==> src/rtl/issue_select.sv <==
// -----------------------------------------------------------------------------
// issue_select
//
// Select stage of the reservation station. Each cycle it picks at most one
// ready entry using rotating (round-robin) priority. The grant goes back to
// wakeup so that entry is marked selected. The winner is held in an issue
// register that drains toward execute through a valid/ready handshake.
// A per-FU occupancy counter keeps non-pipelined units from being over-issued.
//
// Ports:
//   clk, rst        clock; synchronous active-high reset
//   request_vector  bit j = entry j ready and not yet selected
//   entry_fu        FU id of entry j at [j*FW +: FW]
//   entry_occ       FU occupancy of entry j at [j*OCC_W +: OCC_W] (0 acts as 1)
//   flush           pipeline flush: empties the issue register and frees all FUs
//   grant_en        combinational grant pulse to wakeup
//   grant_index     granted entry; holds its last value when grant_en=0
//   issue_valid     issue register holds an instruction
//   issue_index     RS entry being issued
//   issue_fu        target FU
//   issue_ready     execute accepts the issue this cycle
//
// Optional feature (macro ISSUE_SELECT_STATS_EN):
//   stat_grants     count of cycles with a grant
//   stat_stalls     count of cycles with requests but no grant and no flush
//   Both counters are cleared only by rst and wrap at 2^32.
// -----------------------------------------------------------------------------
module issue_select #(
  parameter int RS_ENTRIES = 16,
  parameter int NUM_FUS    = 4,
  parameter int OCC_W      = 8
) (
  input  logic                                   clk,
  input  logic                                   rst,
  input  logic [RS_ENTRIES-1:0]                  request_vector,
  input  logic [RS_ENTRIES*$clog2(NUM_FUS)-1:0]  entry_fu,
  input  logic [RS_ENTRIES*OCC_W-1:0]            entry_occ,
  input  logic                                   flush,
  output logic                                   grant_en,
  output logic [$clog2(RS_ENTRIES)-1:0]          grant_index,
  output logic                                   issue_valid,
  output logic [$clog2(RS_ENTRIES)-1:0]          issue_index,
  output logic [$clog2(NUM_FUS)-1:0]             issue_fu,
  input  logic                                   issue_ready
`ifdef ISSUE_SELECT_STATS_EN
  ,
  output logic [31:0]                            stat_grants,
  output logic [31:0]                            stat_stalls
`endif
);

  localparam int FW = $clog2(NUM_FUS);
  localparam int IW = $clog2(RS_ENTRIES);

  logic [FW-1:0]         fu_of    [RS_ENTRIES];
  logic [OCC_W-1:0]      occ_of   [RS_ENTRIES];
  logic [OCC_W-1:0]      fu_cnt   [NUM_FUS];
  logic [NUM_FUS-1:0]    fu_busy;
  logic [RS_ENTRIES-1:0] elig;

  logic [IW-1:0]    rr_ptr;
  logic [IW-1:0]    last_grant;
  logic [IW-1:0]    scan_idx;
  logic [IW-1:0]    sel_index;
  logic             sel_found;
  logic             slot_free;
  logic [FW-1:0]    grant_fu;
  logic [OCC_W-1:0] grant_occ;
  logic [OCC_W-1:0] reload_val;

  // Unpack the per-entry fields once so the rest of the logic can index by entry.
  always_comb begin
    for (int j = 0; j < RS_ENTRIES; j++) begin
      fu_of[j]  = entry_fu[j*FW +: FW];
      occ_of[j] = entry_occ[j*OCC_W +: OCC_W];
    end
  end

  always_comb begin
    for (int f = 0; f < NUM_FUS; f++) begin
      fu_busy[f] = (fu_cnt[f] != '0);
    end
  end

  always_comb begin
    for (int j = 0; j < RS_ENTRIES; j++) begin
      elig[j] = request_vector[j] & ~fu_busy[fu_of[j]];
    end
  end

  // Round-robin scan: walk upward from rr_ptr. The IW-bit index wraps naturally
  // from RS_ENTRIES-1 back to 0. The first eligible entry wins.
  // NOTE: every variable written in this block gets a default first, so no
  // path can leave a value held and infer a latch.
  always_comb begin
    sel_found = 1'b0;
    sel_index = rr_ptr;
    scan_idx  = rr_ptr;
    for (int k = 0; k < RS_ENTRIES; k++) begin
      scan_idx = rr_ptr + IW'(k);
      if (!sel_found && elig[scan_idx]) begin
        sel_found = 1'b1;
        sel_index = scan_idx;
      end
    end
  end

  assign slot_free   = ~issue_valid | issue_ready;
  assign grant_en    = slot_free & ~flush & ~rst & sel_found;
  // When there is no grant, present the previous winner so the index is never X.
  assign grant_index = grant_en ? sel_index : last_grant;
  assign grant_fu    = fu_of[grant_index];
  assign grant_occ   = occ_of[grant_index];
  // The counter holds the number of extra busy cycles. An occupancy of 0 or 1
  // leaves the FU free on the next cycle.
  assign reload_val  = (grant_occ == '0) ? '0 : grant_occ - OCC_W'(1);

  // NOTE: all state uses non-blocking assignments so every flop samples the
  // pre-edge values.
  always_ff @(posedge clk) begin
    if (rst) begin
      rr_ptr      <= '0;
      last_grant  <= '0;
      issue_valid <= 1'b0;
      issue_index <= '0;
      issue_fu    <= '0;
      // NOTE: the occupancy counters are a small flop array, not RAM. They must
      // be reset, because a stale non-zero count would block an FU forever.
      for (int f = 0; f < NUM_FUS; f++) fu_cnt[f] <= '0;
    end else if (flush) begin
      issue_valid <= 1'b0;
      for (int f = 0; f < NUM_FUS; f++) fu_cnt[f] <= '0;
    end else begin
      // A busy FU is ineligible, so a reload only ever lands on a zero counter.
      for (int f = 0; f < NUM_FUS; f++) begin
        if (grant_en && grant_fu == FW'(f)) fu_cnt[f] <= reload_val;
        else if (fu_cnt[f] != '0)           fu_cnt[f] <= fu_cnt[f] - OCC_W'(1);
      end
      if (grant_en) begin
        issue_valid <= 1'b1;
        issue_index <= grant_index;
        issue_fu    <= grant_fu;
        rr_ptr      <= grant_index + IW'(1);
        last_grant  <= grant_index;
      end else if (issue_valid && issue_ready) begin
        issue_valid <= 1'b0;
      end
    end
  end

`ifdef ISSUE_SELECT_STATS_EN
  always_ff @(posedge clk) begin
    if (rst) begin
      stat_grants <= '0;
      stat_stalls <= '0;
    end else begin
      if (grant_en) stat_grants <= stat_grants + 32'd1;
      if ((request_vector != '0) && !grant_en && !flush)
        stat_stalls <= stat_stalls + 32'd1;
    end
  end
`endif

endmodule

==> config.mk <==
export PLATFORM = sky130hd
export DESIGN_NAME = issue_select
export DESIGN_NICKNAME = d
export VERILOG_FILES = /design/src/rtl/issue_select.sv
export SDC_FILE = /design/constraint.sdc
export NUM_CORES = 1
export LEC_CHECK = 0
export CAP_MARGIN = 20
export CORE_ASPECT_RATIO = 0.75
export CORE_MARGIN = 5
export CORE_UTILIZATION = 50
export CTS_CLUSTER_SIZE = 20
export DETAILED_ROUTE_END_ITERATION = 7
export PLACE_DENSITY = 0.83
export SLEW_MARGIN = 10
export SYNTH_ARGS = -nofsm -noshare
export SYNTH_HDL_FRONTEND = slang
export SYNTH_SLANG_ARGS = --single-unit
==> constraint.sdc <==
create_clock -name clk -period 7.87 [get_ports clk]
set_input_delay 0.787 -clock clk [delete_from_list [all_inputs] [get_ports clk]]
set_output_delay 0.787 -clock clk [all_outputs]
set_load 0.03 [all_outputs]
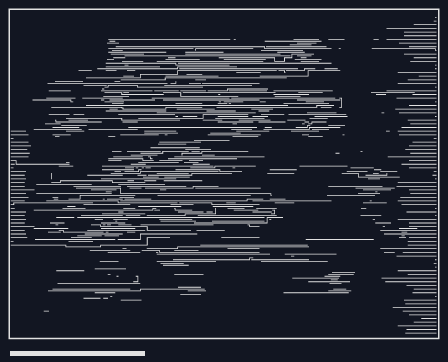
Fig. 1. The metal 3 layer (run 1).
Scale bar: 50 µm.
wire length on this layer	6410 µm
main direction	horizontal
longest straight run	74.5 µm
nets with wire on the layer	369
GR Util met3: 12.5%
total wire length: 36500 µm
vias: 10200

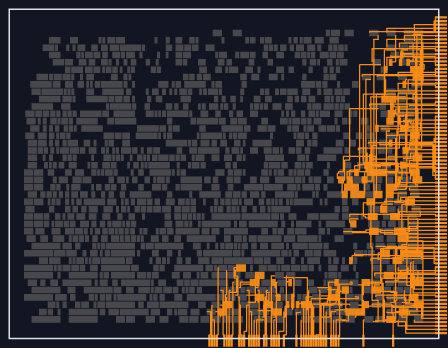
Fig. 2. Nets reached from selected ports (run 1).
color	port	direction	end cells	buffers	wire
orange	`entry_occ`	input	90	128	3850 µm
IO Count: 192
I/O Buffers: 191

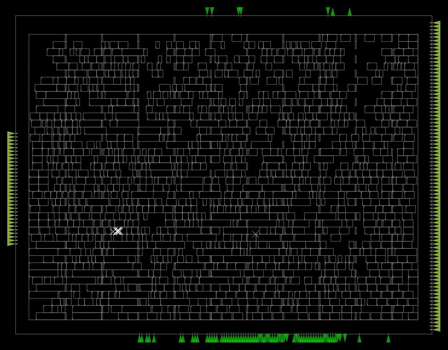
Fig. 3. Placement view (run 1).
non-filler cells, final: 1463
Fillers: 1402
tap cells: 210
Seq cells: 43

==> CHANGELOG.md, run 1 <==
## Flow update

* Status: finished, violations left
* Failing checks: design-rule violations
* DR WL met3 at approximately 6400 µm
* Hold Path Class: flop to flop
* Count of library flops with an enable pin at 32
* Share of layout cells above drive strength 1 at 12.0%
* R2R depth at 20
* Final core utilization at 66.3%
* Yosys stat chip area at 8270 µm²
* Yosys warning tally at 0
* Comb area at between 6000 and 7000 µm²
* CTS sink count at roughly 43
* # DRC at 20
* Tot GR Track Use at between 30% and 40%
* RePlAce Congestion at roughly 1.1
* Register share after synthesis at 14.3%
* Reg2Reg Launch Point: fu_cnt[3][3]
* Register area at between 1000 and 1500 µm²
* Peak Freq at around 130 MHz
* Critical path's top delay family: AND-OR/OR-AND gates
* Tmin final at 7700 ps
* N_diodes at 0
* Crit-path cells: or4_1 > or2_2 > o22ai_1 > or2_1 > o22ai_1 > o32ai_1 > nor3_1 > a211oi_1 > nor3_1 > a2111oi_0 > o211ai_1 > nand2_2 > nand2_1 > a2111oi_0 > a21oi_1 > o21ai_2 > nand4b_2 > nor4_4 > buf_4 > o32ai_1
* Period Utilization, post-route at a little over nine tenths
* Clk latency late pin at roughly 290 ps
* Number of setup violations in the final report at 0
* WHS Path Cells at 2
* Mapped Nets at 1263
* Vias in the first global route at around 9400
* Num CTS Buffers at 5
* GRT busiest layer: met2
* Post-CTS setup repair buffer count at 0
* Final Cell Area at between 10000 and 15000 µm²
* Dpl cells at approximately 1500
* Distinct lib cells used at ~96
* Hold path endpoint: issue_fu[1]
* Mapped cell area at approximately 8300 µm²
* Worst path max stage delay at slightly below 800 ps
* Final Skew at ~4.6 ps
* Yosys top cell area share at between 10% and 20%
* Final Hold Viols at 0
[run 1: cells in the mapped netlist, drive strengths merged (5+ instances only)]
cell	count
inv	45
or3	6
clkbuf	17
nor2	80
o22ai	41
o211a	5
edfxtp	32
a221oi	10
o2111ai	5
ha	18
or4	16
mux2i	65
a31oi	14
nand3b	10
and2	7
o32ai	10
o21a	7
nor2b	8
nand2	117
nor3	48
a22o	5
a31o	6
o21ai	38
nand3	39
xor2	8
nand2b	17
and3	14
buf	40
a21oi	40
mux4	30
xnor2	34
o2bb2ai	5
o211ai	19
a211o	6
dfxtp	11
or3b	10
a22oi	8
nor4	40
or2	20
a2111oi	7
nand4	13
a211oi	24
mux2	8
[run 1: state kept, by name, indices dropped and copies added (netlist names)]
register     count
rr_ptr           4
issue_valid      1
issue_fu         2
fu_cnt          32
last_grant       4
==> run 2: changes to the inputs <==
Settings changed: ABC_AREA set to 1, CAP_MARGIN 20 to 10, PLACE_DENSITY 0.83 to 0.81.
==> run 2 against run 1 <==
Compared with the run above:
- sequential share of layout area increased by 1.1 points
- fmax is 7.5% higher
- critical path depth is 14 higher
- non-clock buffer count fell by 32
- final cell count rose by 17%
- area after synthesis shrank 8.0%
- die size down 7.4%
- the run now ends clean
- flip-flop count unchanged
- largest cell class unchanged
==> CHANGELOG.md, run 2 <==
## Flow update

* Status: finished, final reports clean
* DR WL met3 at 3560 µm (-44%)
* Number of setup violations in the final report at 0 (unchanged)
* Num CTS Buffers at 5 (unchanged)
* Count of library flops with an enable pin at 32 (unchanged)
* Post-CTS setup repair buffer count at 0 (unchanged)
* Vias in the first global route at 8936 (-5.0%)
* Hold Path Class: flop to flop
* Yosys warning tally at 0 (unchanged)
* Top reg by flops: fu_cnt
* Final Hold Viols at 0 (unchanged)
* N_diodes at 0 (unchanged)
* Tot GR Track Use at 30.8% (-5.3 points)
* # DRC at 0 (-100%)
* Dpl cells at 1710 (+18%)
* Root Buffer: clkbuf_16
* I/O Buffers at 191 (unchanged)
* Regs by FF count: fu_cnt: 32 flops, last_grant: 4 flops, rr_ptr: 4 flops
* Peak Freq at 140 MHz (+7.5%)
* Period Utilization, post-route at 91.0% (-6.9 points)
* Tmin final at 7160 ps (-539 ps)
* Final Skew at 6.33 ps (+1.71 ps)
* Mapped cell area at 7610 µm² (-8.0%)
* Non-filler cells, final at 1718 (+17%)
* Share of layout cells above drive strength 1 at 6.68% (-5.3 points)
* Yosys top cell area share at 23.2% (+12 points)
* Worst path max stage delay at 760 ps (-30 ps)
* Reg2Reg Launch Point: rr_ptr[1]
* WHS Path Cells at 2 (unchanged)
* GRT busiest layer: met2
* IO Count at 192 (unchanged)
* GR Util met3 at 7.79% (-4.8 points)
* Clk latency late pin at 290 ps (about the same)
* Largest register FFs at 32 (unchanged)
* R2R depth at 34 (+70%)
* CTS sink count at 43 (unchanged)
* Yosys stat chip area at 7610 µm² (-8.0%)
* Top cells by count: nand2_1, nand3_1, inv_1
* Mapped Nets at 1555 (+23%)
* Most common cell in the synthesized netlist: nand2_1
* Hold path endpoint: issue_fu[1]
## run 2: cell types whose count changed after synthesis, sizes merged, moves of 24 or more
cell	before	now
o22ai	41	5
xnor2	34	9
a211oi	24	0
mux4	30	0
nand3	39	354
nor4	40	0
nor3	48	8
inv	45	138
mux2i	65	0
nand2	117	490
nand4	13	50
## run 2: cells by family (layout without fill, tap and decap cells)
logic type      after synthesis  count (layout)  share of synthesized area (%)
compound gates               88              88                           6.10
xor+xnor                     20              20                           2.30
fa+ha+maj                    18              18                           2.96
buf+inv                     199             355                           12.4
flops                        43              43                           15.5
simple gates                989             989                           60.7
## run 2: cell type report
class                   instances  area, µm²
multi-input cells            1115       5500
clock buffers                   6        129
clock inverters                 2       60.1
flip-flops and latches         43       1180
fillers                      1448       5400
inverters                     142        543
well taps                     205        256
repair buffers                205       2020
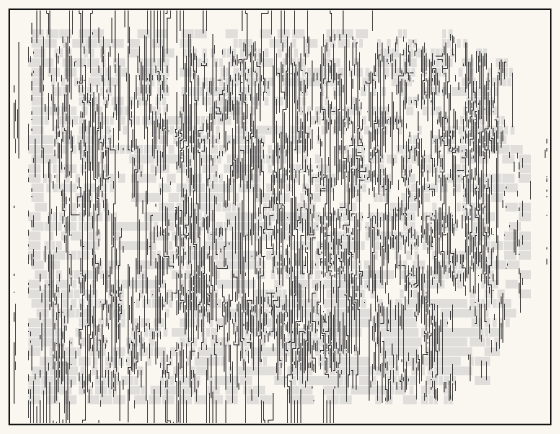
Fig. 4. Signal wires on met2 (run 2).
Cells faint in the background.
nets with wire on the layer	1310
longest straight run	46.6 µm
total wire length: 28500 µm
vias: 9757
met2 Resource Use GR: 49.1%

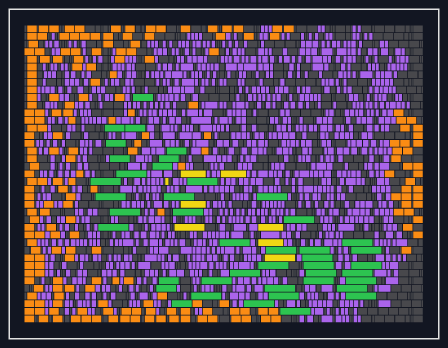
Fig. 5. Cell classes on the final placement (run 2).
Fill, decap, tap and diode cells in gray.
color	class	cells	share of their area
purple	all other logic	1257	64%
yellow	clock drivers and dummy loads	8	2.0%
orange	other buffers and delay cells	205	21%
green	flip-flops	43	13%
# rows: 39
CORE AREA: 15100 µm²
Final Cell Area: 9680 µm²
final core utilization: 64.2%

==> run 3: changes to the inputs <==
Clock period 7.87 ns to 7 ns, I/O delays scaled along.
==> run 3 against run 2 <==
Compared with the run above:
- worst setup slack gained 14 ps
- clock skew increased by 1.1 ps
- worst hold slack got worse by 9.9 ps
- core utilization rose by 0.41 points
- final cell count is 0.35% higher
- clock-buffer cell count decreased by 1
- flip-flop count unchanged
- routed wire length up 3.1%
- critical endpoint is now fu_cnt[3][2]
==> CHANGELOG.md, run 3 <==
## Flow update

* GRT busiest layer: met2
* Final Cell Area at 9750 µm² (+0.65%)
* Mapped cell area at 7610 µm² (unchanged)
* Status: finished, final reports clean
* Yosys stat chip area at 7610 µm² (unchanged)
* Root Buffer: clkbuf_16
* Yosys warning tally at 0 (unchanged)
* Post-CTS setup repair buffer count at 0 (unchanged)
* DR WL met3 at 3680 µm (+3.2%)
* Final core utilization at 64.6% (+0.41 points)
* I/O Buffers at 191 (unchanged)
* Reg2Reg Launch Point: fu_cnt[3][0]
* R2R depth at 32 (-5.9%)
* Multiplexer share at 0% (unchanged)
* Most common cell in the synthesized netlist: nand2_1
* Number of setup violations in the final report at 0 (unchanged)
* Worst path max stage delay at 670 ps (-90 ps)
* Basic Gates by Area at 60.7% (unchanged)
* IO Count at 192 (unchanged)
* Final Hold Viols at 0 (unchanged)
* Top logic family: simple AND/OR/NAND/NOR gates
* Adder Area Share at 2.96% (unchanged)
* Final Skew at 7.42 ps (+1.09 ps)
* Clk latency late pin at 290 ps (about the same)
* Hold Path Class: flop to flop
[run 3: cell counts after synthesis]
No cell type changed its count.
[run 3: worst max-delay path, delay by kind of cell, from the launching register on]
family	cells	cell delay [ps]
and+or+nand+nor	21	3210
xor gates and xnor gates	1	460
AOI/OAI and AO/OA	2	520
DFF	1	360
buffers and inverters	6	1140
adders and majority gates	2	410
[run 3: final cells by class]
class | instances | area [µm²] | area share [%]
clock buffer | 5 | 125 | 1.28
sequential | 43 | 1180 | 12.1
clock inverter | 3 | 43.8 | 0.449
inverter | 142 | 543 | 5.57
multi-input combinational | 1115 | 5500 | 56.4
tap | 205 | 256 | 2.63
timing repair buffer | 211 | 2100 | 21.5
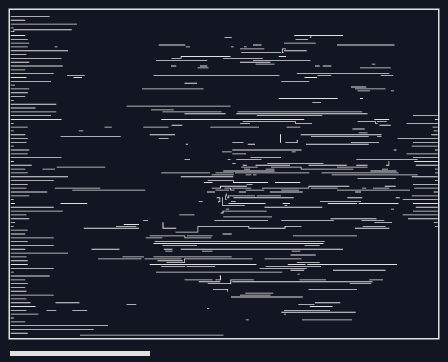
Fig. 6. The metal 3 layer (run 3).
Scale bar: 50 µm.
wire length on this layer	3680 µm
longest straight run	60.3 µm
nets with wire on the layer	274
vias: 9896
GR Util met3: 8.56%
total wire length: 29400 µm

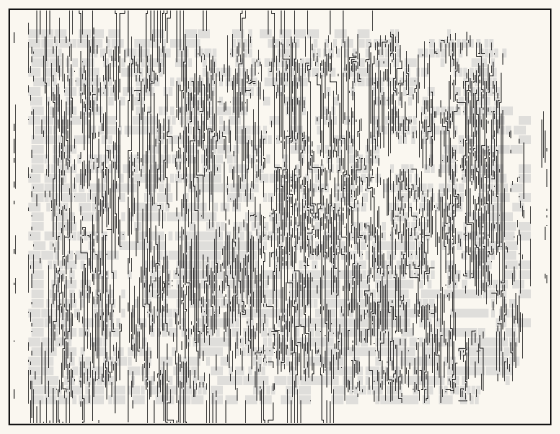
Fig. 7. Signal wires on met2 (run 3).
Cells faint in the background.
longest straight run	62.2 µm
main direction	vertical
met2 Resource Use GR: 52.1%

